**src/rtl/fifo_rd_stream.sv**
```systemverilog
// fifo_rd_stream: reader-side adapter for the async FIFO read port.
// Pops words from the show-ahead FIFO interface into a 2-entry registered
// buffer and presents them as a valid/ready stream. The pop decision looks
// only at the registered buffer count, so m_ready_i has no combinational
// path to r_en_o. Also provides a synchronous flush and a delivered-word count.
module fifo_rd_stream #(
    parameter type         data_t    = logic [7:0],
    parameter int unsigned CNT_WIDTH = 16
) (
    input  logic                 clk_i,
    input  logic                 rst_i,
    input  data_t                r_data_i,
    input  logic                 r_empty_i,
    output logic                 r_en_o,
    output data_t                m_data_o,
    output logic                 m_valid_o,
    input  logic                 m_ready_i,
    input  logic                 flush_i,
    output logic [1:0]           level_o,
    output logic [CNT_WIDTH-1:0] xfer_cnt_o
);

    data_t      buf_q [2];
    logic [1:0] count;
    logic       head;
    logic       tail;
    logic       hs;

    // Pop only when the buffer has room; reset and flush both suppress the
    // pop so no FIFO word is consumed and then thrown away.
    assign r_en_o    = !rst_i && !r_empty_i && !flush_i && (count < 2'd2);
    assign m_valid_o = (count != 2'd0);
    assign m_data_o  = buf_q[head];
    assign level_o   = count;
    assign hs        = m_valid_o && m_ready_i;

    // Buffer storage: the popped FIFO head is written at the tail slot.
    always_ff @(posedge clk_i) begin
        if (rst_i) begin
            buf_q[0] <= '0;
            buf_q[1] <= '0;
        end else if (r_en_o) begin
            buf_q[tail] <= r_data_i;
        end
    end

    // Head/tail pointers and occupancy; flush drops every buffered word.
    always_ff @(posedge clk_i) begin
        if (rst_i) begin
            count <= 2'd0;
            head  <= 1'b0;
            tail  <= 1'b0;
        end else if (flush_i) begin
            count <= 2'd0;
            head  <= 1'b0;
            tail  <= 1'b0;
        end else begin
            if (r_en_o) begin
                tail <= ~tail;
            end
            if (hs) begin
                head <= ~head;
            end
            count <= count + {1'b0, r_en_o} - {1'b0, hs};
        end
    end

    // Delivered-word counter; a handshake in a flush cycle still counts
    // because the consumer did take that word. Wraps naturally.
    always_ff @(posedge clk_i) begin
        if (rst_i) begin
            xfer_cnt_o <= '0;
        end else if (hs) begin
            xfer_cnt_o <= xfer_cnt_o + CNT_WIDTH'(1);
        end
    end

endmodule
```
**config.mk**
```make
export PLATFORM = sky130hd
export DESIGN_NAME = fifo_rd_stream
export DESIGN_NICKNAME = d
export VERILOG_FILES = /design/src/rtl/fifo_rd_stream.sv
export SDC_FILE = /design/constraint.sdc
export NUM_CORES = 1
export LEC_CHECK = 0
export ABC_AREA = 1
export CORE_ASPECT_RATIO = 1.25
export CORE_MARGIN = 2
export CORE_UTILIZATION = 25
export CTS_CLUSTER_DIAMETER = 60
export CTS_CLUSTER_SIZE = 24
export DETAILED_ROUTE_END_ITERATION = 8
export MAX_ROUTING_LAYER = met4
export PLACE_DENSITY = 0.46
export SYNTH_ARGS = -nofsm -noshare
export SYNTH_HDL_FRONTEND = slang
export SYNTH_SLANG_ARGS = --single-unit
```
**constraint.sdc**
```tcl
create_clock -name clk_i -period 4.42 [get_ports clk_i]
set_input_delay 0.884 -clock clk_i [delete_from_list [all_inputs] [get_ports clk_i]]
set_output_delay 0.884 -clock clk_i [all_outputs]
set_load 0.01 [all_outputs]
```
==> reports/results.md, run 1 <==
| Result | This run |
|---|---|
| Fraction of registers with async set/reset | 0% |
| Overall via count from detail_route | 1365 |
| Die Width | 79.4 µm |
| Detailed-route vias per instance | 4.07 |
| Area share of and/or/nand/nor cells after synthesis | 27.3% |
| Run status | finished clean |
| Endpoint type of the worst setup path | primary output |
| Number of hold-repair buffers added at the cts stage | 0 |
| Worst clock skew | 0.0101 ns |
| Remaining global-route overflow | 0 |
| Post-route minimum period | 3.36 ns |
| Fin. max-slew vios | 0 |
| Cell count after placement | 327 |
| Net count of the finished layout | 260 |
| Wire length of the first global-routing pass | 6420 µm |
| Cell resize tally after clock tree synthesis | 0 |
| Cell breakdown of the critical path | clkdlybuf4s50_1 > nor2_1 > nand2_1 > inv_1 > clkdlybuf4s50_1 |
| Clk Tree Root Cell | clkbuf_8 |
| Area share of and-or/or-and cells after synthesis | 5.85% |
| Top Layout Cells | nor2_1 (46), clkdlybuf4s50_1 (40), nand2_1 (32), inv_1 (29), dfxtp_1 (21) |
| Yosys stat cell total | 200 |
| Fraction of layout cells with a size suffix above 1 | 11.0% |
| Count of final setup violators | 0 |
| Max-cap viol count | 0 |
| Number of warnings the tools reported | 26 |
-- run 1: routing by layer --
metal,part of all wire [%],global-route usage [%],up-vias
met5,0,-,-
met1,47,12.3,595
met4,1.7,5.31,0
met3,4.5,3.23,6
met2,47,17.7,39
li1,-,-,725
-- run 1: final timing paths --
kind / start / to
min: head / flop
max reg2reg: level_o[1] / level_o[1]
min reg2reg: head / flop
max: rst_i / r_en_o
-- run 1: power by group --
group / switching [µW] / total [µW] / internal, µW
registers: 3.82 / 369 / 365
clock network: 132 / 360 / 227
logic: 27.1 / 57.6 / 30.5
-- run 1: area by class of cell --
type                       count  area (µm²)
fill                         711        4540
sequential                    37         901
multi-input combinational    131         733
timing repair buffer          40         400
tap                           90         113
inverter                      29         109
clock buffer                   5        68.8
clock inverter                 3        68.8
Fig. 1: run 1, placed standard cells
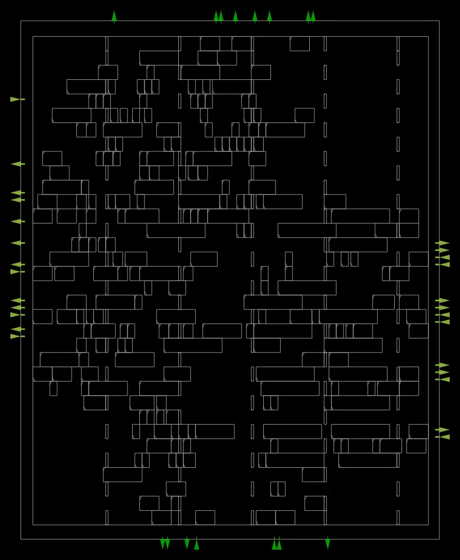
Core Util, Final: 34.5%
post-route insts no fill: 335

Fig. 2: run 1, supply network
Pins as bars on the die edge. Tap cells in gray.
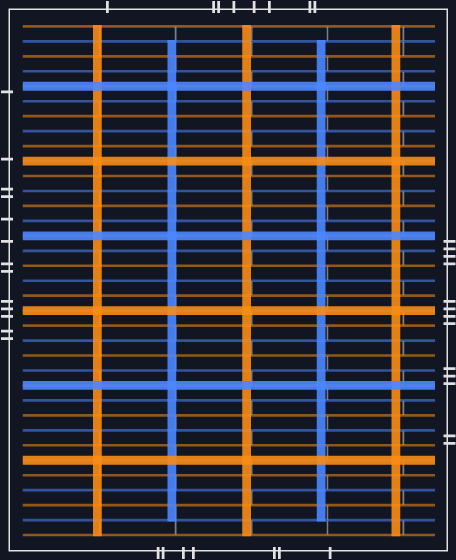
color	net
blue	VDD
orange	VSS
rows	34
met1 rails	35
met4 straps	5
tap cells	90
signal pins	41

Fig. 3: run 1, M2 wires
Scale bar: 20 µm.
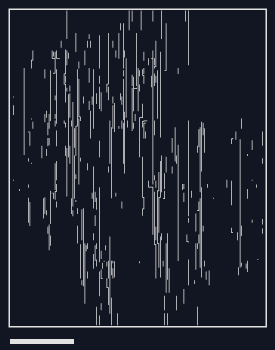
wire length on this layer	1760 µm
main direction	vertical
Final Routed Wirelength: 3750 µm
GR met2 Demand/Resource: 17.7%

Fig. 4: run 1, routed clock nets over the placement
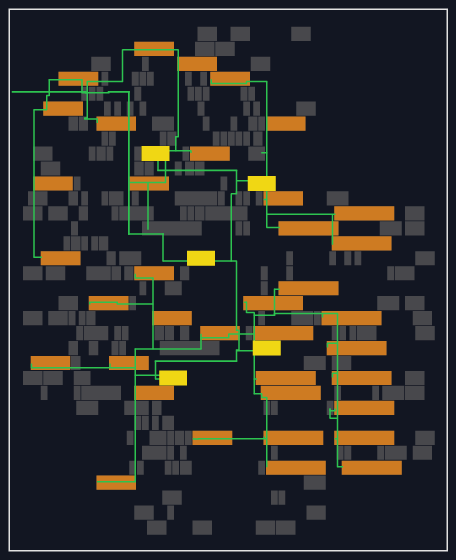

==> run 2: changes to the inputs <==
==> constraint.sdc (replaced) <==
create_clock -name clk_i -period 3.3 [get_ports clk_i]
set_input_delay 0.66 -clock clk_i [delete_from_list [all_inputs] [get_ports clk_i]]
set_output_delay 0.66 -clock clk_i [all_outputs]
set_load 0.01 [all_outputs]
Fig. 5: run 2, routed clock nets over the placement
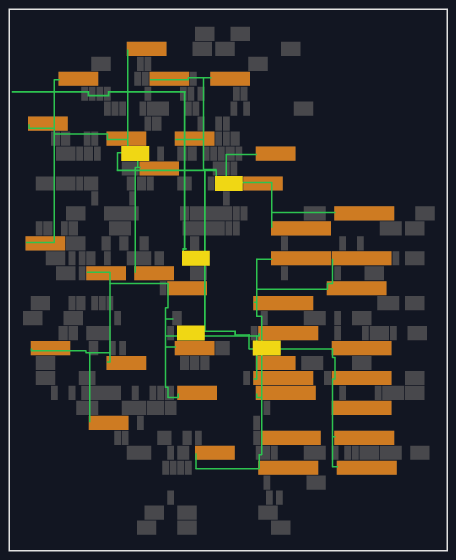
[yellow] clock drivers | count: 5
[green] clock wires | length: 535 µm
[orange] flip-flops | count: 37
flops lie	spread over the die
routed clock nets	6
clock latency of the later-clocked register in the worst-skew pair: 0.29 ns
worst clock skew: 0.00894 ns
proportion of power drawn by the clock network: 36.1%
Clk. pwr: 324 µW

Fig. 6: run 2, cells colored by class
Scale bar: 20 µm. Fill, decap, tap and diode cells in gray.
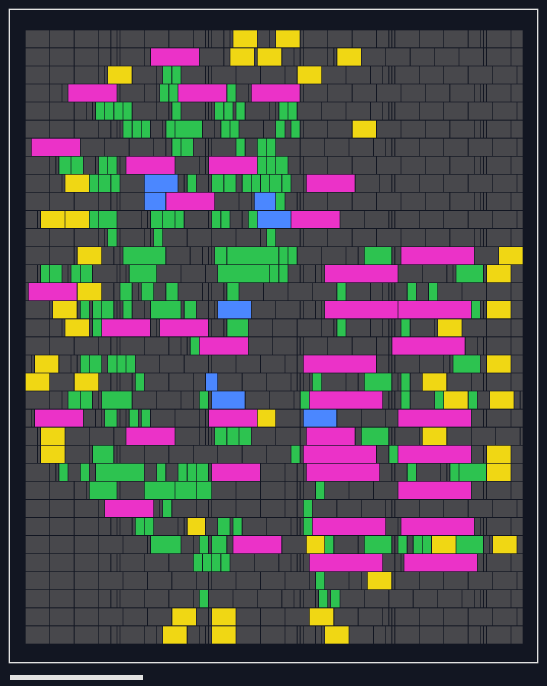
color	class	cells
yellow	other buffers and delay cells	43
blue	clock drivers and dummy loads	8
green	combinational and other logic	160
magenta	flops	37
Final Cell Area: 0.00237 mm²
Std-Cell Rows: 34
Core Util, Final: 34.2%
core footprint: 0.00693 mm²

==> run 2 against run 1 <==
Net effect:
- final cell count increased by 0.90%
- sequential share of layout area up 0.38 points
- critical path depth unchanged
- sequential power rose by 34%
==> reports/results.md, run 2 <==
| Result | This run | Change |
|---|---|---|
| Comb. cell area | 733 µm² | unchanged |
| Fraction of registers with async set/reset | 0% | unchanged |
| Non-clock inverter count in the final layout | 29 | unchanged |
| Startpoint of the worst setup timing path | rst_i | unchanged |
| Power dissipated in combinational cells | 80.2 µW | was 57.6 µW |
| Cell count after placement | 330 | was 327 |
| Wire length of the first global-routing pass | 6070 µm | was 6420 µm |
| Tapcells inserted | 90 | unchanged |
| Post-route insts no fill | 338 | was 335 |
| Comb/total area | 30.9% | was 30.6% |
| Remaining global-route overflow | 0 | unchanged |
| Count of final setup violators | 0 | unchanged |
| Area share of and/or/nand/nor cells after synthesis | 27.3% | unchanged |
| Tally of clock buffers in the finished layout | 5 | unchanged |
| Final Routed Wirelength | 3740 µm | was 3750 µm |
| Fin. max-slew vios | 0 | unchanged |
| Area share of and-or/or-and cells after synthesis | 5.85% | unchanged |
| Cell resize tally after clock tree synthesis | 0 | unchanged |
| Number of multi-input combinational cells in the layout | 131 | unchanged |
| Hold endpoint | head |  |
| Top Layout Cells | nor2_1 (46), clkdlybuf4s50_1 (40), nand2_1 (32), inv_1 (29), dfxtp_1 (21) | unchanged |
| Switching power | 217 µW | was 163 µW |
| Launch point of the worst hold path | head | unchanged |
| Number of warnings the tools reported | 26 | unchanged |
| Die Width | 79.4 µm | unchanged |
| Run status | finished clean | unchanged |
| Net count of the finished layout | 263 | was 260 |
| Detailed-route vias per instance | 4.10 | was 4.07 |
| Buffers, non-clock | 43 | was 40 |
| Post-route minimum period | 2.80 ns |  |
## run 2: cell counts after synthesis
Identical to the previous run, type by type.
## run 2: worst max-delay path by stage
| stage | cells after the start | end | slack [ns] |
|---|---|---|---|
| 3_3_place_gp | 5 | r_en_o | 0.50 |
| 4_1_cts | 5 | r_en_o | 0.46 |
| 2_1_floorplan | 9 | level_o[1] | 1.27 |
| 5_1_grt | 5 | r_en_o | 0.37 |
| 3_5_place_dp | 5 | r_en_o | 0.46 |
| 6_report | 5 | r_en_o | 0.50 |
## run 2: layer usage
layer  vias up  track usage [%]  part of all wire [%]
met5         -                -                     0
met4         0             3.98                   1.5
met2        31             17.0                    48
li1        732                -                     -
met3         5             2.96                   4.7
met1       619             12.3                    46
Power and IR drop assume default switching activity.
